### src/rtl/btn_pkg.sv
// Shared definitions for the push-button debouncer: channel FSM states and
// width helpers for the per-channel qualification counter.
package btn_pkg;

    // Channel FSM states; encodings are fixed so they read the same in any dump.
    typedef enum logic [1:0] {
        REL   = 2'd0,  // released, stable
        PWAIT = 2'd1,  // press qualifying
        PRS   = 2'd2,  // pressed, stable
        RWAIT = 2'd3   // release qualifying
    } state_t;

    // Largest supported stability count; keeps the counter at 4 bits or less.
    localparam int unsigned STABLE_MAX = 15;

    // Ceiling log2, usable in constant expressions.
    function automatic int unsigned clog2(input int unsigned value);
        int unsigned result;
        result = 0;
        for (int unsigned i = 0; i < 32; i++) begin
            if ((32'd1 << i) < value) begin
                result = i + 1;
            end
        end
        return result;
    endfunction

    // Smallest width able to hold the value itself (never less than 1 bit).
    function automatic int unsigned cnt_width(input int unsigned value);
        int unsigned w;
        w = clog2(value + 1);
        return (w < 1) ? 1 : w;
    endfunction

endpackage

### src/rtl/btn_debounce_ch.sv
// One debounce channel: 2-flop synchroniser, 4-state qualification FSM with a
// saturating sample counter, and registered level / press / release / toggle.
module btn_debounce_ch
    import btn_pkg::*;
#(
    parameter int unsigned P_STABLE     = 4,
    parameter bit          P_ACTIVE_LOW = 1'b1
) (
    input  logic clk,
    input  logic rst,
    input  logic sample_en,
    input  logic btn_raw,
    output logic btn_level,
    output logic btn_press,
    output logic btn_release,
    output logic btn_toggle
);

    localparam int unsigned         CNT_W    = cnt_width(P_STABLE);
    localparam logic [CNT_W-1:0]    CNT_LAST = CNT_W'(P_STABLE - 1);
    localparam logic [CNT_W-1:0]    CNT_ONE  = CNT_W'(1);
    localparam logic [CNT_W-1:0]    CNT_ZERO = '0;
    // Raw pin level while the button is not pressed.
    localparam logic                RAW_IDLE = P_ACTIVE_LOW;

    logic [1:0]       sync_q;
    logic             sample;
    state_t           state_q, state_d;
    logic [CNT_W-1:0] cnt_q, cnt_d;
    logic             level_q, level_d;
    logic             press_q, press_d;
    logic             release_q, release_d;
    logic             toggle_q, toggle_d;

    // Synchroniser runs every clk; resets to the released pin level so that
    // reset never looks like an edge.
    always_ff @(posedge clk) begin
        if (rst) begin
            sync_q <= {2{RAW_IDLE}};
        end else begin
            sync_q <= {sync_q[0], btn_raw};
        end
    end

    // Normalised sample: 1 = pressed regardless of pin polarity.
    assign sample = sync_q[1] ^ RAW_IDLE;

    // Next-state logic; FSM and counter only move on sample_en cycles.
    always_comb begin
        state_d   = state_q;
        cnt_d     = cnt_q;
        press_d   = 1'b0;
        release_d = 1'b0;
        if (sample_en) begin
            unique case (state_q)
                REL: begin
                    cnt_d = CNT_ZERO;
                    if (sample) begin
                        if (P_STABLE == 1) begin
                            state_d = PRS;
                            press_d = 1'b1;
                        end else begin
                            state_d = PWAIT;
                            cnt_d   = CNT_ONE;
                        end
                    end
                end
                PWAIT: begin
                    if (!sample) begin
                        state_d = REL;
                        cnt_d   = CNT_ZERO;
                    end else if (cnt_q == CNT_LAST) begin
                        state_d = PRS;
                        cnt_d   = CNT_ZERO;
                        press_d = 1'b1;
                    end else begin
                        cnt_d = cnt_q + CNT_ONE;
                    end
                end
                PRS: begin
                    cnt_d = CNT_ZERO;
                    if (!sample) begin
                        if (P_STABLE == 1) begin
                            state_d   = REL;
                            release_d = 1'b1;
                        end else begin
                            state_d = RWAIT;
                            cnt_d   = CNT_ONE;
                        end
                    end
                end
                RWAIT: begin
                    if (sample) begin
                        state_d = PRS;
                        cnt_d   = CNT_ZERO;
                    end else if (cnt_q == CNT_LAST) begin
                        state_d   = REL;
                        cnt_d     = CNT_ZERO;
                        release_d = 1'b1;
                    end else begin
                        cnt_d = cnt_q + CNT_ONE;
                    end
                end
            endcase
        end
        // Level follows the state being entered so it moves on the same edge.
        level_d  = (state_d == PRS) || (state_d == RWAIT);
        toggle_d = toggle_q ^ press_d;
    end

    // State, counter and output registers; reset discards any qualification.
    always_ff @(posedge clk) begin
        if (rst) begin
            state_q   <= REL;
            cnt_q     <= CNT_ZERO;
            level_q   <= 1'b0;
            press_q   <= 1'b0;
            release_q <= 1'b0;
            toggle_q  <= 1'b0;
        end else begin
            state_q   <= state_d;
            cnt_q     <= cnt_d;
            level_q   <= level_d;
            press_q   <= press_d;
            release_q <= release_d;
            toggle_q  <= toggle_d;
        end
    end

    assign btn_level   = level_q;
    assign btn_press   = press_q;
    assign btn_release = release_q;
    assign btn_toggle  = toggle_q;

endmodule

### src/rtl/btn_debounce.sv
// Multi-button debouncer: one independent channel per button, no shared logic.
// Feeds the uptime counter with a clean press level and a press-toggled latch.
module btn_debounce
    import btn_pkg::*;
#(
    parameter int unsigned P_BUTTONS    = 2,
    parameter int unsigned P_STABLE     = 4,
    parameter bit          P_ACTIVE_LOW = 1'b1
) (
    input  logic                 clk,
    input  logic                 rst,
    input  logic                 sample_en,
    input  logic [P_BUTTONS-1:0] btn_raw,
    output logic [P_BUTTONS-1:0] btn_level,
    output logic [P_BUTTONS-1:0] btn_press,
    output logic [P_BUTTONS-1:0] btn_release,
    output logic [P_BUTTONS-1:0] btn_toggle
);

    // One channel instance per button.
    for (genvar i = 0; i < int'(P_BUTTONS); i++) begin : g_ch
        btn_debounce_ch #(
            .P_STABLE     (P_STABLE),
            .P_ACTIVE_LOW (P_ACTIVE_LOW)
        ) u_ch (
            .clk         (clk),
            .rst         (rst),
            .sample_en   (sample_en),
            .btn_raw     (btn_raw[i]),
            .btn_level   (btn_level[i]),
            .btn_press   (btn_press[i]),
            .btn_release (btn_release[i]),
            .btn_toggle  (btn_toggle[i])
        );
    end

endmodule

### config.mk
export PLATFORM = sky130hd
export DESIGN_NAME = btn_debounce
export DESIGN_NICKNAME = d
export VERILOG_FILES = /design/src/rtl/btn_pkg.sv /design/src/rtl/btn_debounce_ch.sv /design/src/rtl/btn_debounce.sv
export SDC_FILE = /design/constraint.sdc
export NUM_CORES = 1
export LEC_CHECK = 0
export CORE_MARGIN = 2
export CORE_UTILIZATION = 45
export DETAILED_ROUTE_END_ITERATION = 7
export PLACE_DENSITY = 0.7
export SYNTH_ARGS = -nofsm -noshare
export SYNTH_HDL_FRONTEND = slang
export SYNTH_SLANG_ARGS = --single-unit
### constraint.sdc
create_clock -name clk -period 2.86 [get_ports clk]
set_input_delay 0.572 -clock clk [delete_from_list [all_inputs] [get_ports clk]]
set_output_delay 0.572 -clock clk [all_outputs]
set_load 0.005 [all_outputs]
==> Flow_metrics.wiki, run 1 <==
=== Physical design figures ===
{| class="wikitable"
! Metric !! Value
|-
| Maximum clock path buffer count || 2
|-
| Clock network area share || 5.030%
|-
| Number of buffers created by CTS || 3
|-
| Cells resized by post-CTS repair || 0
|-
| Register area share after synthesis || 48.82%
|-
| Relative slew slack || 53.24%
|-
| Cell count listed in synth_stat.txt || 95
|-
| Minimum period implied by the final worst setup slack || 1.851 ns
|-
| Placed cell area || 992.2 sq um
|-
| Number of setup violations in the final report || 0
|-
| Switching portion of total power || 18.59%
|-
| Reg-to-reg critical path startpoint || g_ch[0].u_ch.cnt_q[0]
|-
| Reg2reg end || g_ch[0].u_ch.btn_toggle
|-
| Synthesized Nets || 102
|-
| Die Y-Extent || 48.78 um
|-
| Number of top-level design ports || 13
|-
| Simple Share, Synth || 26.35%
|-
| XORs/XNORs by Area || 1.942%
|-
| Mean Syn Cell Area || 9.496 sq um
|-
| Crit Path Max Fanout || 11
|-
| Final clock period utilization by the worst path || 64.71%
|-
| Number of iterations in the first detailed-routing pass || 4
|-
| Core Box Area || 0.001922 sq mm
|-
| Gate Area || 382.9 sq um
|-
| Most used cells in the layout excluding fill and tap cells || sky130_fd_sc_hd__dfxtp_1 (22), sky130_fd_sc_hd__a21oi_1 (12), sky130_fd_sc_hd__clkdlybuf4s50_1 (12)
|-
| Layout Nets || 109
|-
| Number of storage elements in the synthesis netlist || 22
|-
| Main power group || sequential cells
|-
| Power in combinational cells || 0.0000246 W
|-
| Final instance area || 0.001045 sq mm
|-
| Nature of the critical path startpoint || primary input
|-
| Synth warn || 0
|-
| Highest attainable clock frequency || 540.3 MHz
|-
| Total global routing overflow || 0
|-
| Largest family of logic cells by area || simple AND/OR/NAND/NOR gates
|-
| Critical path class || primary input to flip-flop
|-
| Tool warnings || 26
|-
| Detail Route Antenna Nets || 0
|-
| Arrival time of data at the critical path endpoint || 2.09 ns
|-
| Worst Hold Path Cells || 1
|-
| Area grow syn2layout || 15.81%
|-
| Buffers plus inverters on the worst setup path || 1
|-
| Layout Utilization || 54.36%
|-
| Initial DRC Count || 13
|-
| Yosys-reported design area after synthesis || 902.1 sq um
|-
| Worst path slowest cell || sky130_fd_sc_hd__clkdlybuf4s50_1
|-
| Std cell rows || 16
|-
| Largest net degree at the start of global routing || 23
|-
| Largest voltage drop on the vdd net || 0.3899 mV
|-
| Well-tap cell count || 27
|-
| Count of non-CTS buffers in the layout || 13
|-
| Number of maximum-capacitance constraint violations || 0
|-
| Register-to-register setup slack || 1.42 ns
|-
| Number of antenna violations at the first check in global routing || 0
|-
| Starting density of the core || 46.94%
|-
| Share of cell area taken by flip-flops and latches || 42.16%
|-
| Via total after detailed routing || 632
|-
| Switching power || 0.0001063 W
|-
| Comb_multi_in || 60
|-
| Non-filler cells in the finished layout || 128
|-
| Status || completed
|-
| Internal Pwr Total || 0.0004654 W
|-
| Number of placed instances, taps included || 124
|-
| Worst-path clk slew || 0.12 ns
|-
| Register containing the most flip-flops in the final layout || g_ch.u_ch.cnt_q
|-
| Adder-cell share of the synthesized area || 2.774%
|-
| Launch point of the critical path || sample_en
|-
| # H-tree levels || 1
|-
| Gpl congestion || 0.7414
|-
| R2r worst-path depth || 4
|-
| Critical path endpoint || g_ch[0].u_ch.btn_toggle
|-
| Clock buffers || 3
|-
| Via density || 4.938
|-
| Fraction of area in non-clock buffers || 12.22%
|-
| Ant diodes || 0
|-
| Register area || 440.4 sq um
|-
| Aggregate negative setup slack || 0 ns
|-
| Clock sink total || 22
|-
| Critical path depth in cells || 4
|-
| Most frequent standard cell in the layout excluding fill and tap cells || sky130_fd_sc_hd__dfxtp_1
|-
| Type of element capturing the critical path || flip-flop
|-
| Gate Count Post-Synth || 95
|-
| Overall global routing resource usage || 11.04%
|-
| Multiplexer share || 1.110%
|-
| Worst hold slack || 0.4249 ns
|-
| Pwr dens || 547.2 mW/mm^2
|-
| Cell class contributing the biggest share of worst-path delay || simple AND/OR/NAND/NOR gates
|-
| Compound Share, Synth || 10.26%
|-
| Fill cell count || 183
|-
| Sum of internal, switching and leakage power || 0.0005717 W
|-
| Number of flip-flops in the largest register || 6
|-
| Cell chain of the critical path || clkdlybuf4s50_1 -> nand4b_1 -> or3_1 -> a21oi_1
|-
| Global-route wire length before repair || 2.049 mm
|-
| Quantity of I/O buffers inserted on ports || 12
|-
| Final wirelength || 1.289 mm
|-
| Area of the die || 0.002379 sq mm
|-
| Hold Path Origin || g_ch[1].u_ch.sync_q[0]
|-
| HPWL after DPL || 903.5 um
|-
| Drc violations || 0
|-
| Number of hold violations in the final report || 0
|-
| Vias in the first global route || 494
|-
| Slowest cell delay on critical path || 0.67 ns
|-
| Distinct cells, synth || 24
|-
| Number of non-clock inverters in the layout || 2
|-
| Number of buffers added for setup after CTS || 0
|-
| Combinational cell fraction of total power || 4.3%
|-
| Endpoint with the worst hold slack || g_ch[1].u_ch.sync_q[1]
|-
| Fin. max-slew vios || 0
|-
| Seq_cells || 22
|-
| Pin slew with the least headroom to its limit || 0.6993 ns
|-
| Die x size || 48.78 um
|-
| Setup WS post-layout || 1.009 ns
|-
| Pre-CTS WS || 0.6740 ns
|-
| Clock tree from TritonCTS || yes
|-
| Master cell of the clock root buffer || sky130_fd_sc_hd__clkbuf_4
|-
| Layout cell share with drive strength beyond 1 || 11.88%
|-
| Post-synthesis instance area || 902.1 sq um
|-
| Comb area share || 36.65%
|-
| Worst Hold Class || flip-flop to flip-flop
|-
| Unrepaired setup endpoints after global routing || no
|-
| Share of total power in sequential cells || 55.0%
|-
| Max-area cell class || sequential cells
|-
| Largest registers || g_ch.u_ch.cnt_q: 6 flops, g_ch.u_ch.state_q: 4 flops, g_ch.u_ch.sync_q: 4 flops
|-
| Worst path required time || 3.10 ns
|-
| CTS Hold Bufs || 0
|-
| Power of the sequential group || 0.000314 W
|-
| Average routed wire per standard cell || 10.07 um
|-
| Static Leak || 0.3532 nW
|}
[run 1: Yosys cell counts (all sizes together)]
cell type,n,area share [%]
a21oi,12,6.7
a31oi,2,1.4
and2,2,1.4
buf,8,6.7
clkbuf,3,1.2
dfxtp,22,49
ha,2,2.8
inv,2,0.83
mux2i,1,1.1
nand2,4,1.7
nand2b,8,5.5
nand3b,3,2.5
nand4,2,1.4
nand4b,4,3.9
nor2b,1,0.69
nor3,4,2.2
nor4,1,0.69
o211ai,1,0.83
o21ai,1,0.55
o31ai,1,0.83
or2,7,4.9
or3,1,0.69
or4,1,0.83
xnor2,2,1.9
[run 1: routing by layer]
layer / track usage [%] / routed length (um)
met1: 15.81 / 661
met2: 15.30 / 555
met3: 2.761 / 46
met4: 5.714 / 26
met5: 0 / 0
Run 1, PDN straps and rails:
Scale: 8 px per um. Pins as bars on the die edge.
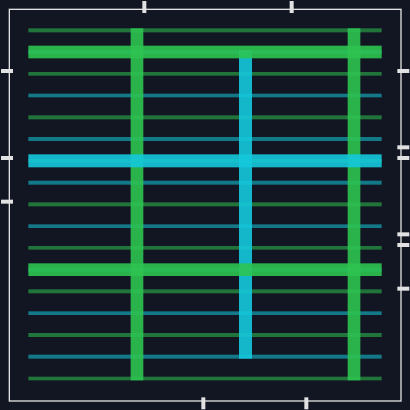
net	colour
VDD	cyan
VSS	green
rows	16
met5 straps	3
signal pins	13
met1 rails	17
met4 straps	3

Run 1, placement by cell class:
Scale: 6 px per um. Fill, decap, tap and diode cells in grey.
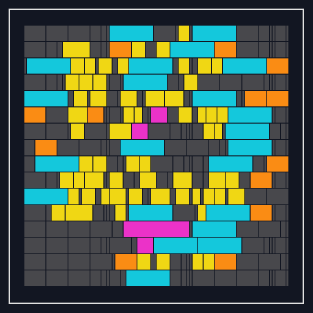
class	colour	cells	share of their area
registers	cyan	22	44%
remaining buffers and delay cells	orange	13	13%
clock drivers and dummy loads	magenta	4	5.2%
remaining logic cells	yellow	62	39%

Run 1, routed clock nets over the placement:
Scale: 12 px per um.
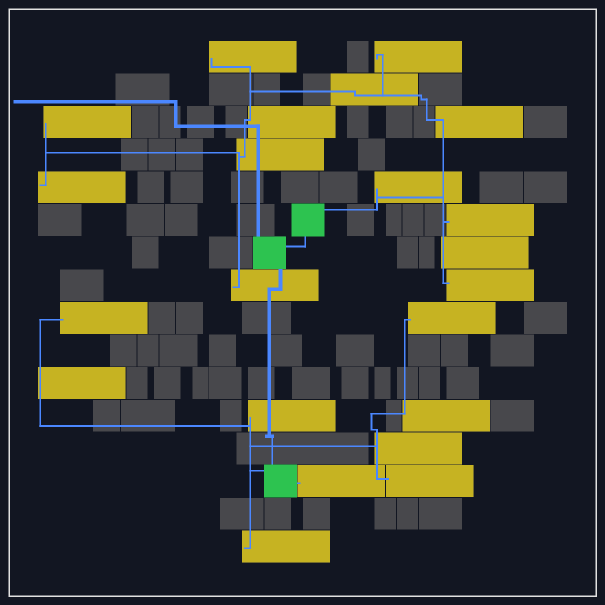
[clock-net drivers] green | count: 3
[flip-flops] yellow | count: 22
[clock wires] blue | length: 224 um
routed clock nets	4
flops lie	spread over the die
clock network power consumption: 0.000233 W
maximum clock skew at final layout: 0.009915 ns
insertion delay of the later-clocked pin in the worst-skew pair: 0.30 ns
clock share of power: 40.7%

==> inputs of run 2 (changes only) <==
Clock period 2.86 ns to 1.92 ns, I/O delays scaled along.
Run 2, routed clock nets over the placement:
Scale: 12 px per um.
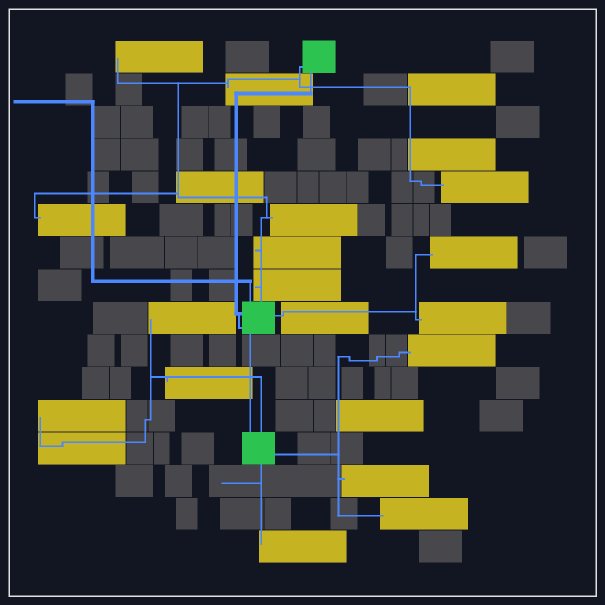
[flip-flops] yellow | count: 22
[clock-net drivers] green | count: 3
[clock wires] blue | length: 262 um
routed clock nets	4
insertion delay of the later-clocked pin in the worst-skew pair: 0.31 ns
clock network power consumption: 0.000354 W

==> run 2 against run 1 <==
  * Routed wire length up 14%
  * Clock power up 52%
  * First-iteration DRC count down 23%
==> Flow_metrics.wiki, run 2 <==
=== Physical design figures ===
{| class="wikitable"
! Metric !! Value
|-
| Status || completed (unchanged)
|-
| Aggregate negative setup slack || 0 ns (unchanged)
|-
| Gate Area || 382.9 sq um (unchanged)
|-
| Comb area share || 35.62% (was 36.65%)
|-
| Maximum clock path buffer count || 2 (unchanged)
|-
| Number of hold violations in the final report || 0 (unchanged)
|-
| Arrival time of data at the critical path endpoint || 1.21 ns (was 2.09 ns)
|-
| Number of top-level design ports || 13 (unchanged)
|-
| Master cell of the clock root buffer || sky130_fd_sc_hd__clkbuf_4 (unchanged)
|-
| Most used cells in the layout excluding fill and tap cells || sky130_fd_sc_hd__dfxtp_1 (22), sky130_fd_sc_hd__a21oi_1 (12), sky130_fd_sc_hd__clkdlybuf4s50_1 (12) (unchanged)
|-
| Critical path class || flip-flop to output port (was primary input to flip-flop)
|-
| Register containing the most flip-flops in the final layout || g_ch.u_ch.cnt_q (unchanged)
|-
| Highest attainable clock frequency || 626.0 MHz
|-
| Most common cell in the synthesized netlist || sky130_fd_sc_hd__dfxtp_1 (unchanged)
|-
| Power in combinational cells || 0.0000403 W (was 0.0000246 W)
|-
| Number of buffers created by CTS || 3 (unchanged)
|-
| Most frequent standard cell in the layout excluding fill and tap cells || sky130_fd_sc_hd__dfxtp_1 (unchanged)
|-
| Via total after detailed routing || 663 (was 632)
|-
| Internal Pwr Total || 0.0006963 W (was 0.0004654 W)
|-
| Die Y-Extent || 48.78 um (unchanged)
|-
| Layout Nets || 113 (was 109)
|-
| Share of cell area taken by flip-flops and latches || 40.98% (was 42.16%)
|-
| Starting density of the core || 46.94% (unchanged)
|-
| Number of synthesized flops with an enable pin || 0 (unchanged)
|-
| # H-tree levels || 1 (unchanged)
|-
| XORs/XNORs by Area || 1.942% (unchanged)
|-
| Multiplexer share || 1.110% (unchanged)
|-
| Number of maximum-capacitance constraint violations || 0 (unchanged)
|-
| Synth warn || 0 (unchanged)
|-
| Synthesized Nets || 102 (unchanged)
|-
| Largest registers || g_ch.u_ch.cnt_q: 6 flops, g_ch.u_ch.state_q: 4 flops, g_ch.u_ch.sync_q: 4 flops (unchanged)
|-
| Fraction of area in non-clock buffers || 14.67% (was 12.22%)
|-
| Placed cell area || 0.001022 sq mm (was 992.2 sq um)
|-
| GR met2 Demand/Resource || 20.09% (was 15.30%)
|-
| Count of non-CTS buffers in the layout || 17 (was 13)
|-
| Average routed wire per standard cell || 11.09 um (was 10.07 um)
|-
| Vias in the first global route || 572 (was 494)
|-
| Simple Share, Synth || 26.35% (unchanged)
|-
| Number of setup violations in the final report || 0 (unchanged)
|-
| Cell chain of the critical path || clkdlybuf4s50_1 (was clkdlybuf4s50_1 -> nand4b_1 -> or3_1 -> a21oi_1)
|-
| Largest family of logic cells by area || simple AND/OR/NAND/NOR gates (unchanged)
|-
| Worst hold slack || 0.4227 ns (was 0.4249 ns)
|-
| Adder-cell share of the synthesized area || 2.774% (unchanged)
|-
| Layout cell share with drive strength beyond 1 || 15.24% (was 11.88%)
|-
| Final wirelength || 1.464 mm (was 1.289 mm)
|-
| Largest net degree at the start of global routing || 15 (was 23)
|-
| Cell accounting for the most synthesized area || sky130_fd_sc_hd__dfxtp_1 (unchanged)
|-
| Clock tree from TritonCTS || yes (unchanged)
|-
| Unrepaired setup endpoints after global routing || no (unchanged)
|-
| Die x size || 48.78 um (unchanged)
|-
| Pin slew with the least headroom to its limit || 0.4365 ns (was 0.6993 ns)
|-
| Main power group || sequential cells (unchanged)
|-
| Seq_cells || 22 (unchanged)
|-
| Nature of the critical path startpoint || flip-flop (was primary input)
|-
| Compound Share, Synth || 10.26% (unchanged)
|-
| Number of flip-flops in the largest register || 6 (unchanged)
|-
| Biggest area contributors in the synthesized netlist || sky130_fd_sc_hd__dfxtp_1 (49%), sky130_fd_sc_hd__a21oi_1 (6.7%), sky130_fd_sc_hd__buf_4 (6.7%), sky130_fd_sc_hd__nand2b_1 (5.5%), sky130_fd_sc_hd__or2_2 (4.9%) (unchanged)
|-
| Std cell rows || 16 (unchanged)
|-
| Worst path required time || 1.54 ns (was 3.10 ns)
|-
| Post-synthesis instance area || 902.1 sq um (unchanged)
|-
| Tool warnings || 26 (unchanged)
|-
| Number of storage elements in the synthesis netlist || 22 (unchanged)
|-
| Buffers plus inverters on the worst setup path || 1 (unchanged)
|-
| Primary flip-flop cell chosen by synthesis mapping || sky130_fd_sc_hd__dfxtp_1 (unchanged)
|-
| Switching power || 0.0001670 W (was 0.0001063 W)
|-
| Type of element capturing the critical path || output port (was flip-flop)
|-
| Drc violations || 0 (unchanged)
|-
| Register area || 440.4 sq um (unchanged)
|-
| Final instance area || 0.001075 sq mm (was 0.001045 sq mm)
|-
| Distinct cells, synth || 24 (unchanged)
|-
| Non-filler cells in the finished layout || 132 (was 128)
|-
| Switching portion of total power || 19.35% (was 18.59%)
|-
| Share of Yosys cell area claimed by the top area cell type || 48.82% (unchanged)
|-
| Cell count listed in synth_stat.txt || 95 (unchanged)
|-
| Power of the sequential group || 0.000469 W (was 0.000314 W)
|-
| Clock sink total || 22 (unchanged)
|-
| Well-tap cell count || 27 (unchanged)
|-
| Fill cell count || 192 (was 183)
|-
| Global-route wire length before repair || 2.504 mm (was 2.049 mm)
|-
| Sum of internal, switching and leakage power || 0.0008633 W (was 0.0005717 W)
|-
| Layout Utilization || 55.92% (was 54.36%)
|}
Run 2, placement by cell class:
Scale: 6 px per um. Fill, decap, tap and diode cells in grey.
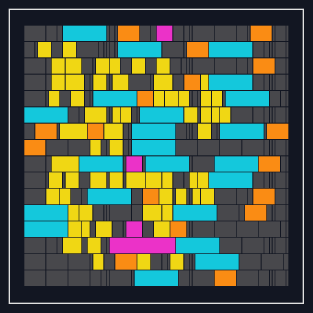
class	colour	cells	share of their area
remaining buffers and delay cells	orange	17	15%
remaining logic cells	yellow	62	37%
clock drivers and dummy loads	magenta	4	5.0%
registers	cyan	22	42%

==> run 2: cell count changes in the layout (fill, tap and decap cells not counted), sizes merged <==
cell | previous run | this run
buf | 1 | 5
==> run 2: final timing paths <==
check	end	start	slack (ns)	cells after the start
worst max-delay path	btn_toggle[1]	g_ch[1].u_ch.btn_toggle	0.32	1
worst min register to register	g_ch[1].u_ch.sync_q[1]	g_ch[1].u_ch.sync_q[0]	0.42	1
worst min-delay path	g_ch[1].u_ch.sync_q[1]	g_ch[1].u_ch.sync_q[0]	0.42	1
worst max register to register	g_ch[0].u_ch.btn_toggle	g_ch[0].u_ch.cnt_q[0]	0.56	4
==> run 2: layer usage <==
metal	up-vias	share of wire, %
li1	344	-
met1	304	49
met2	11	46
met3	4	2.7
met4	0	2.3
met5	-	0
==> inputs of run 3 (changes only) <==
Settings changed: PLACE_DENSITY 0.7 to 0.73.
Clock period 1.92 ns to 1.4 ns, I/O delays scaled along.
Run 3, PDN straps and rails:
Scale: 8 px per um. Pins as bars on the die edge.
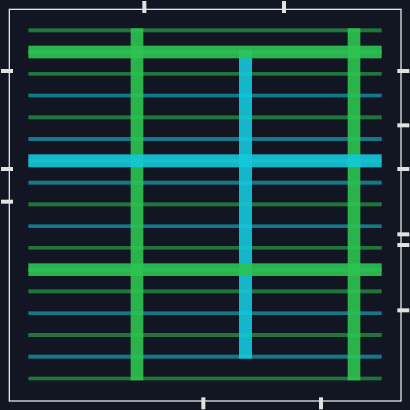
net	colour
VSS	green
VDD	cyan
met5 straps	3
met1 rails	17
signal pins	13

==> run 3 against run 2 <==
  * Register-to-register slack got worse by 0.49 ns
  * Global-route usage fell by 2.3 points
  * Combinational power rose by 55%
  * Highest routed layer is now met3
==> Flow_metrics.wiki, run 3 <==
=== Physical design figures ===
{| class="wikitable"
! Metric !! Value
|-
| Routed met1 length || 706 um (was 720 um)
|-
| Worst path slowest cell || sky130_fd_sc_hd__clkdlybuf4s50_1 (unchanged)
|-
| Starting density of the core || 46.94% (unchanged)
|-
| Worst-path clk slew || 0.12 ns (was 0.13 ns)
|-
| Insertion delay of the later-clocked pin in the worst-skew pair || 0.30 ns (was 0.31 ns)
|-
| Most frequent standard cell in the layout excluding fill and tap cells || sky130_fd_sc_hd__dfxtp_1 (unchanged)
|-
| Adder-cell share of the synthesized area || 2.774% (unchanged)
|-
| Gate Count Post-Synth || 95 (unchanged)
|-
| Buffers plus inverters on the worst setup path || 1 (unchanged)
|-
| Layout Nets || 117 (was 113)
|-
| Number of buffers created by CTS || 3 (unchanged)
|-
| Reg-to-reg critical path startpoint || g_ch[0].u_ch.cnt_q[0] (unchanged)
|-
| Largest voltage drop on the vdd net || 0.4137 mV (was 0.7004 mV)
|-
| Register area share after synthesis || 48.82% (unchanged)
|-
| Die Y-Extent || 48.78 um (unchanged)
|-
| Area of the die || 0.002379 sq mm (unchanged)
|-
| Static Leak || 0.4399 nW (was 0.3711 nW)
|-
| CTS Hold Bufs || 0 (unchanged)
|-
| Switching power || 0.0002122 W (was 0.0001670 W)
|-
| Seq_cells || 22 (unchanged)
|-
| Number of synthesized flops with an enable pin || 0 (unchanged)
|-
| Clock network area share || 3.284% (was 4.889%)
|-
| Final wirelength || 1.445 mm (was 1.464 mm)
|-
| Maximum clock path buffer count || 2 (unchanged)
|-
| Hold Path Origin || g_ch[1].u_ch.sync_q[0] (unchanged)
|-
| Endpoint with the worst hold slack || g_ch[1].u_ch.sync_q[1] (unchanged)
|-
| Largest net degree at the start of global routing || 23 (was 15)
|-
| Number of antenna violations at the first check in global routing || 0 (unchanged)
|-
| Clock tree from TritonCTS || yes (unchanged)
|-
| Unrepaired setup endpoints after global routing || yes (was no)
|-
| Simple Share, Synth || 26.35% (unchanged)
|-
| Comb area share || 35.22% (was 35.62%)
|-
| Aggregate negative setup slack || 0 ns (unchanged)
|-
| Fraction of area in non-clock buffers || 17.55% (was 14.67%)
|-
| Cell count listed in synth_stat.txt || 95 (unchanged)
|-
| Fin. max-slew vios || 0 (unchanged)
|-
| Cell class contributing the biggest share of worst-path delay || simple AND/OR/NAND/NOR gates (was buffers and inverters)
|-
| GR met2 Demand/Resource || 16.44% (was 20.09%)
|-
| Share of total power in sequential cells || 61.7% (was 54.3%)
|-
| Comb_multi_in || 60 (unchanged)
|-
| Number of flip-flops in the largest register || 6 (unchanged)
|-
| XORs/XNORs by Area || 1.942% (unchanged)
|-
| Worst Hold Path Cells || 1 (unchanged)
|-
| Die x size || 48.78 um (unchanged)
|-
| Fill cell count || 197 (was 192)
|-
| Cell accounting for the most synthesized area || sky130_fd_sc_hd__dfxtp_1 (unchanged)
|-
| Drc violations || 0 (unchanged)
|-
| Met1 Use GR || 16.54% (was 18.54%)
|-
| Status || completed (unchanged)
|-
| Cell chain of the critical path || clkdlybuf4s50_1 -> nand4b_1 -> or3_1 -> a21oi_2 (was clkdlybuf4s50_1)
|-
| Worst path required time || 1.64 ns (was 1.54 ns)
|-
| Number of setup violations in the final report || 0 (unchanged)
|-
| Clock share of power || 32.3% (was 41.0%)
|-
| Reg2reg end || g_ch[0].u_ch.btn_toggle (unchanged)
|-
| Synthesized Nets || 102 (unchanged)
|-
| Crit Path Max Fanout || 5 (was 3)
|-
| Total length of routed met2 wires || 677 um (was 670 um)
|-
| HPWL after DPL || 962.3 um
|-
| Combinational cell fraction of total power || 6.0% (was 4.7%)
|-
| Multiplexer share || 1.110% (unchanged)
|-
| Compound Share, Synth || 10.26% (unchanged)
|-
| Met3 GRT Util || 2.761% (unchanged)
|-
| Most utilized layer in the global route result || met1 (was met2)
|-
| # H-tree levels || 1 (unchanged)
|-
| Primary flip-flop cell chosen by synthesis mapping || sky130_fd_sc_hd__dfxtp_1 (unchanged)
|-
| Number of hold violations in the final report || 0 (unchanged)
|-
| Vias in the first global route || 508 (was 572)
|}
Run 3, cell outlines without signal wires:
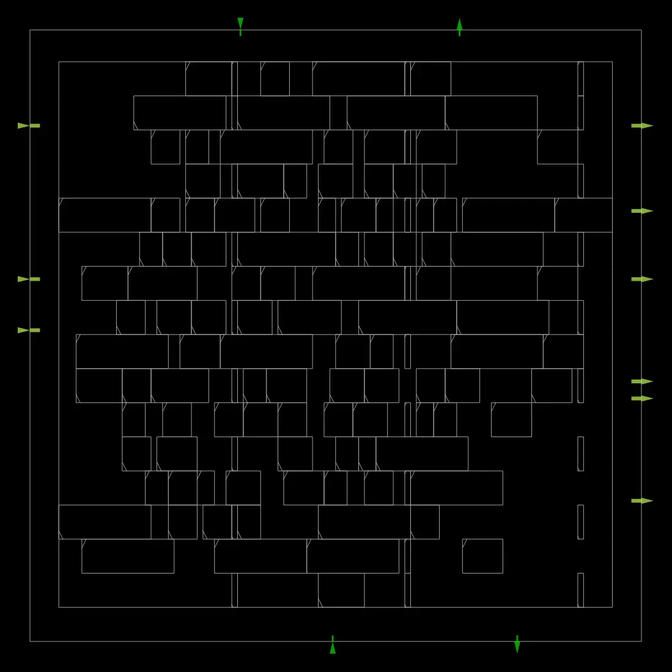
share of cell area taken by flip-flops and latches: 40.20%
well-tap cell count: 27
std cell rows: 16
Layout Utilization: 57.49%
non-filler cells in the finished layout: 136

[run 3: cell types whose count changed in the layout (fill, tap and decap cells not counted), sizes merged]
cell           delta
dlygate4sd2       +7
bufinv            -1
dlymetal6s2s      +1
clkdlybuf4s50     -8
buf               +4
clkbuf            +1
[run 3: metrics by stage]
stage	instances	hold WS, ns	setup WS [ns]	cell area (sq um)
floorplan	95	0.3838	0.1272	902.1
global placement	129	0.3922	-0.2208	1042
detailed placement	129	0.3933	-0.2426	1042
CTS	135	0.4214	0.003484	1087
global route	136	0.4326	-0.03647	1105
finish	136	0.4188	0.04854	1105
[run 3: logic make-up (layout without fill, tap and decap cells)]
logic type,after synthesis,after routing
buffers and inverters,13,27
AOI/OAI and AO/OA,17,17
muxes,1,1
DFF,22,22
xor gates and xnor gates,2,2
and+or+nand+nor,38,38
adders and majority gates,2,2
No activity file was given, so power comes from the tool's default toggle rates.
